Wiring heat map:
35 x 35 tiles, from black (low) to pale yellow (high), scaled to the fullest tile. Values are wire area over tile area, all layers added.
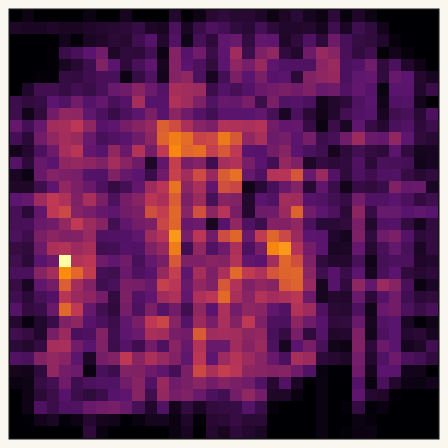
Wires at chosen ports, followed through buffers:
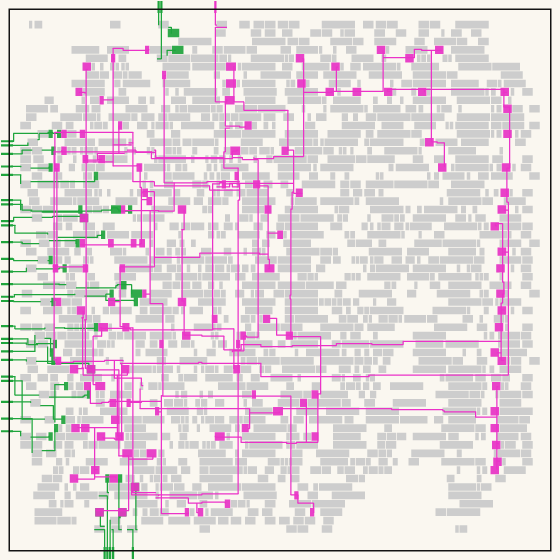
Where the registers sit:
Other sequential cells in the stronger grey, the rest of the logic in the fainter grey.
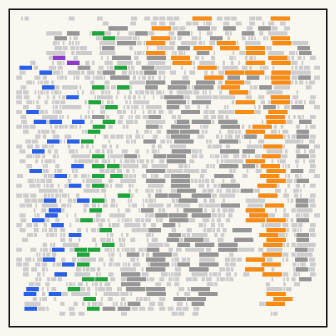
Placement view:
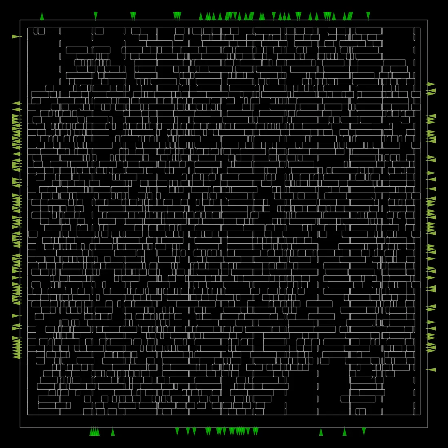
Met3 routing:
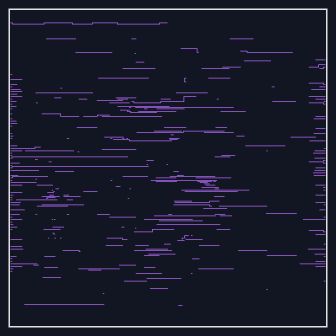
`src/rtl/fetch_stage.sv`:
```
// fetch_stage: instruction fetch with credit-limited imem requests, response FIFO and IF/ID register
//   clk/rst           : clock, synchronous active-high reset
//   stall             : decode not ready, IF/ID holds
//   pc_we/pc_data     : redirect from decode, squashes wrong-path work
//   imem_*            : req/gnt/rvalid instruction memory interface
//   pc_id/ir_id/valid_id : IF/ID pipeline register (pc_id = instruction address + 4)
module fetch_stage #(
  parameter logic [31:0] RESET_PC   = 32'h0000_0000,
  parameter int          FIFO_DEPTH = 2,
  parameter logic [31:0] NOP_INSN   = 32'h0000_0000
) (
  input  logic        clk,
  input  logic        rst,
  input  logic        stall,
  input  logic        pc_we,
  input  logic [31:0] pc_data,
  output logic [31:0] imem_addr,
  output logic        imem_req,
  input  logic        imem_gnt,
  input  logic [31:0] imem_rdata,
  input  logic        imem_rvalid,
  output logic [31:0] pc_id,
  output logic [31:0] ir_id,
  output logic        valid_id
);
  localparam int PW = $clog2(FIFO_DEPTH);
  localparam int CW = PW + 1;
  localparam logic [CW:0] DEPTH = FIFO_DEPTH[CW:0];
  logic [31:0] fetch_pc_q, fetch_pc_d, resp_pc_q, resp_pc_d;
  logic [31:0] pc_id_q, pc_id_d, ir_id_q, ir_id_d;
  logic        valid_q, valid_d;
  logic [CW-1:0] out_q, out_d, disc_q, disc_d, cnt_q, cnt_d;
  logic [PW-1:0] wp_q, wp_d, rp_q, rp_d;
  logic [31:0] fifo_pc_q [FIFO_DEPTH];
  logic [31:0] fifo_ir_q [FIFO_DEPTH];
  logic fire, resp, keep, hold, pop, byp, push;
  // a request is only issued if its response is guaranteed a FIFO slot
  assign imem_req  = !rst && !pc_we && ({1'b0, out_q} + {1'b0, cnt_q} < DEPTH);
  assign imem_addr = {fetch_pc_q[31:2], 2'b00};
  assign fire = imem_req && imem_gnt;
  assign resp = imem_rvalid && out_q != '0;
  // responses owed to squashed requests, or arriving in a redirect cycle, are dropped
  assign keep = resp && disc_q == '0 && !pc_we;
  assign hold = stall && !pc_we;
  assign pop  = !stall && !pc_we && cnt_q != '0;
  assign byp  = keep && !stall && cnt_q == '0;
  assign push = keep && !byp;
  assign pc_id    = pc_id_q;
  assign ir_id    = ir_id_q;
  assign valid_id = valid_q;
  always_comb begin
    fetch_pc_d = pc_we ? pc_data : fire ? fetch_pc_q + 32'd4 : fetch_pc_q;
    resp_pc_d  = pc_we ? pc_data : keep ? resp_pc_q + 32'd4 : resp_pc_q;
    out_d      = out_q + CW'(fire) - CW'(resp);
    disc_d     = pc_we ? out_q - CW'(resp) : (resp && disc_q != '0) ? disc_q - CW'(1) : disc_q;
    cnt_d      = pc_we ? '0 : cnt_q + CW'(push) - CW'(pop);
    wp_d       = pc_we ? '0 : wp_q + PW'(push);
    rp_d       = pc_we ? '0 : rp_q + PW'(pop);
    pc_id_d    = pop ? fifo_pc_q[rp_q] + 32'd4 : byp ? resp_pc_q + 32'd4 : pc_id_q;
    ir_id_d    = hold ? ir_id_q : pop ? fifo_ir_q[rp_q] : byp ? imem_rdata : NOP_INSN;
    valid_d    = hold ? valid_q : pop || byp;
  end
  always_ff @(posedge clk) begin
    if (rst) begin
      fetch_pc_q <= RESET_PC;
      resp_pc_q  <= RESET_PC;
      out_q      <= '0;
      disc_q     <= '0;
      cnt_q      <= '0;
      wp_q       <= '0;
      rp_q       <= '0;
      pc_id_q    <= '0;
      ir_id_q    <= NOP_INSN;
      valid_q    <= 1'b0;
    end else begin
      fetch_pc_q <= fetch_pc_d;
      resp_pc_q  <= resp_pc_d;
      out_q      <= out_d;
      disc_q     <= disc_d;
      cnt_q      <= cnt_d;
      wp_q       <= wp_d;
      rp_q       <= rp_d;
      pc_id_q    <= pc_id_d;
      ir_id_q    <= ir_id_d;
      valid_q    <= valid_d;
    end
  end
  always_ff @(posedge clk) begin
    if (push) begin
      fifo_pc_q[wp_q] <= resp_pc_q;
      fifo_ir_q[wp_q] <= imem_rdata;
    end
  end
  a_no_overflow: assert property (@(posedge clk) disable iff (rst)
    !(push && !pop && cnt_q == DEPTH[CW-1:0]))
    else $error("fetch_stage: push into full instruction buffer");
  a_no_stray_rvalid: assert property (@(posedge clk) disable iff (rst)
    !(imem_rvalid && out_q == '0))
    else $error("fetch_stage: rvalid with no outstanding request");
endmodule

```
`config.mk`:
```
export PLATFORM = sky130hd
export DESIGN_NAME = fetch_stage
export DESIGN_NICKNAME = d
export VERILOG_FILES = /design/src/rtl/fetch_stage.sv
export SDC_FILE = /design/constraint.sdc
export NUM_CORES = 1
export LEC_CHECK = 0
export CELL_PAD_IN_SITES_DETAIL_PLACEMENT = 0
export CELL_PAD_IN_SITES_GLOBAL_PLACEMENT = 1
export CORE_MARGIN = 3
export CORE_UTILIZATION = 43
export CTS_CLUSTER_DIAMETER = 30
export DETAILED_ROUTE_END_ITERATION = 8
export GPL_TIMING_DRIVEN = 0
export PLACE_DENSITY_LB_ADDON = 0.15
export SLEW_MARGIN = 5
export SYNTH_ARGS = -nofsm -noshare
export SYNTH_HDL_FRONTEND = slang
export SYNTH_SLANG_ARGS = --single-unit
```
`constraint.sdc`:
```
create_clock -name clk -period 4.9 [get_ports clk]
set_clock_uncertainty 0.2 [all_clocks]
set_input_delay 0.98 -clock clk [delete_from_list [all_inputs] [get_ports clk]]
set_output_delay 0.98 -clock clk [all_outputs]
set_load 0.02 [all_outputs]
```
==> GITHUB_STEP_SUMMARY <==
### Flow metrics

| Metric | Value |
|---|---|
| Max-slew violation count | 0 |
| Clock group power | 0.00415 W |
| Register area share after synthesis | 53.5% |
| YS warnings | 0 |
| Crit path time final | 4.23 ns |
| Clock H-tree levels | 2 |
| #FFs+latches synth | 263 |
| Simple share | 15.9% |
| Max VDD drop | 0.293 mV |
| First-pass GRT wire length | 57,400 um |
| Top power group | clock |
| Most frequent cells in the layout | 165 x clkdlybuf4s50_1, 137 x nor2_1, 135 x dfxtp_1, 128 x edfxtp_1, 89 x nand2_1 |
| Layout cells sized above 1 | 10.3% |
| Critical Path End | pc_id[22] |
| Cts hold-fix bufs | 0 |
| Die X-Extent | 175 um |
| MI comb cells | 820 |
| Clk root buf | clkbuf_16 |
| Cells on Worst Hold Path | 2 |
| Status | completed |
| EDFF count, synth | 128 |
| Distinct lib cells used | 70 |
| Grt peak-use layer | met2 |
| Most used DFF post-synth | dfxtp_1 |
| Critical path launch point | rp_q |
| P_sw | 0.00168 W |
| Final-stage net count | 1,483 |
| Post-Route M1 WL | 16,300 um |
| Synth mux share | 5.51% |
| Post-synth ARST share | 0% |
| Invs w/o clock | 24 |
| Final setup violation count | 0 |
| Post-synth area from yosys stat | 12,200 um^2 |
| Most instantiated logic cell after routing | clkdlybuf4s50_1 |
| Largest net degree at the start of global routing | 60 |
| Vias per cell | 5.42 |
| DIE HEIGHT | 175 um |
| Max-cap violations | 0 |
| Register area | 6550 um^2 |
| Required time worst endpoint | 5.09 ns |
| Most common library cells after synthesis | 137 x nor2_1, 135 x dfxtp_1, 128 x edfxtp_1, 89 x nand2_1, 73 x a21oi_1 |
| Chip area | 30,500 um^2 |
| GP Congestion | 0.876 |
| Ys cells | 1,173 |
| Setup slack, reg-to-reg | 0.67 ns |
| Signal buf overhead | 12.0% |
| Clock buffers | 72 |
| Clock power share | 56.9% |
| Synth area leader | edfxtp_1 |
| Largest cell class | registers |
| Critical path, cell by cell | buf_4, buf_2, buf_2, buf_2, buf_2, mux2_2, ha_1, inv_1, a211oi_2, nand3_1, a21oi_1, and4_1, o32ai_1 |
| Relative slew margins | 19.0% |
| Drt total wl | 37,400 um |
| RSZ-0062 raised after global routing | false |
| Signal buffers | 234 |
| CP max stage cell | a211oi_2 |
| Top logic family | simple AND/OR/NAND/NOR gates |
| Layout Area Growth over Synthesis | 35.3% |
| Switching Fraction | 23.0% |
| Tapcell Cnt | 378 |
| Synthesized instance count | 1,173 |
| Worst Path Buf+Inv | 6 |
| Clock Tree Buf Depth | 3 |
| Internal power | 0.00562 W |
| TritonRoute pass-1 iters | 5 |
| DRC | 0 |
| Hold_sp | pc_id[7] |
| Final Cycle Share | 86.3% |
| CTS tree | done |
| DP Worst Slack | 0.462 ns |
| RR Startpoint | rp_q |
| Routed len/inst | 20.4 um |
| Mapped Avg Cell Area | 10.4 um^2 |
| Flop count | 263 |
| MI comb area | 5350 um^2 |
| Filler Cell Count | 2,440 |
| CP delay by family, top | buffers and inverters |
| Cell area after synthesis | 12,200 um^2 |
| Power Density | 440 nW/um^2 |
| Main area contributors | edfxtp_1 31%, dfxtp_1 22%, mux2i_1 4.5% |
| Register fraction of the total cell area | 39.5% |
| Reg power frac | 34.6% |
| Comb pwr share | 8.5% |
| Vias | 9,899 |
| Antenna violations before repair | 0 |
| CTS Sinks | 263 |
| Startpoint Class | register |
| Seq pwr | 0.00253 W |
| Worst setup EP type | register |
| Clock latency on the worst-skew pair | 0.56 ns |
| Antenna Nets Post-Route | 0 |
| Met1 global-route usage | 31.9% |
| Total GRT Usage | 24.0% |
| Adder Area Share | 1.29% |
| F_max | 236 MHz |
| Setup ws final | 0.669 ns |
| GRT overflow | 0 |
| Top layer reached by signal wires | met4 |
| Leak Pwr | 5.69 nW |
| Layout clock area frac | 12.8% |
| CP Max Fanout | 10 |
| Placed cell areas | 14,500 um^2 |
| CTS Buf Count | 58 |
| Worst-case reg-to-reg path depth | 13 |
| Crit path largest cell delay | 0.48 ns |
| P_comb | 0.000620 W |
| Met3 Wirelength | 2600 um |
| Comb/total area | 32.3% |
| Count leader, synth | nor2_1 |
| Number of antenna diodes | 0 |
| Core ar. | 27,900 um^2 |
| Clk slew on worst S/H paths | 0.05 ns |
| Met2 WL | 17,200 um |
| Worst hold path class | reg -> reg |
| Min-Delay Endpoint | pc_id[7] |
| Top area contributor share | 31.4% |
| FP Core Util | 43.8% |
| Yosys aoi share | 13.3% |
| Worst path most repeated cell | buf_2 |
| Design Area, Final | 16,600 um^2 |
| Log Warnings | 27 |
| Met3 Use GR | 4.45% |
| Final hold vios | 0 |
| Post_cts resized | 0 |
| Yosys xor share | 7.44% |
| Data arrival, critical path | 4.42 ns |
| Met2 usage | 39.5% |
| Critical R2R Capture | pc_id[22] |
| Postcts setup bufs | 0 |
| Number of global-route vias before repair | 9,955 |
| DP HPWL | 26,500 um |
| Initial DRC Count | 690 |
| WS Path Type | reg -> reg |
| Least-Margin Pin Slew | 1.21 ns |
| WP depth | 13 |
## Picture notes: 'wiring heat map'
- fullest tile: 0.85
- tiles over half the peak: 5.9%
- nearly empty tiles: 9.4%

## Picture notes: 'wires at chosen ports, followed through buffers'
- magenta: `rst` (bits 1; direction input; edge top; end cells 120; buffers 14; wire 2,840 um)
- green: `pc_data` (bits 32; direction input; edge 25 left, 5 bottom, 2 top; end cells 35; buffers 32; wire 676 um)
PortBufs: 165
Ports: 168

## Picture notes: 'where the registers sit'
- green: `resp_pc_q` (sequential cells 32; where a vertical strip on the left)
- orange: `fifo_ir_q` (sequential cells 64; where a vertical strip on the right)
- purple: `out_q` (sequential cells 2)
- blue: `fetch_pc_q` (sequential cells 30; where a vertical strip on the left)
- not coloured: 135

## Picture notes: 'placement view'
# rows: 61
end-of-flow core utilization: 59.3%

## Picture notes: 'met3 routing'
- share of all routed wire: 7.0%
- wire length on this layer: 2,600 um
- nets with wire on the layer: 205
- main direction: horizontal
- longest straight run: 75.4 um

-- per-stage QoR --
step                      instances  total power (W)  hold WS, ns  setup TNS [ns]
after floorplan                1174          0.00288        0.220               0
after global placement         1717          0.00317        0.247         -141.43
after detailed placement       1719          0.00318        0.247               0
after CTS                      1828          0.00733        0.253               0
after global routing           1828          0.00752        0.271               0
final                          1828          0.00730        0.252               0
-- flip-flops by register name, summed over array words and instances, names as in the netlist --
| register | flops |
|---|---|
| rp_q | 1 |
| cnt_q | 2 |
| fetch_pc_q | 30 |
| ir_id | 32 |
| pc_id | 32 |
| fifo_pc_q | 64 |
| wp_q | 1 |
| resp_pc_q | 32 |
| fifo_ir_q | 64 |
| disc_q | 2 |
| valid_id | 1 |
| out_q | 2 |
Power and IR drop assume default switching activity.
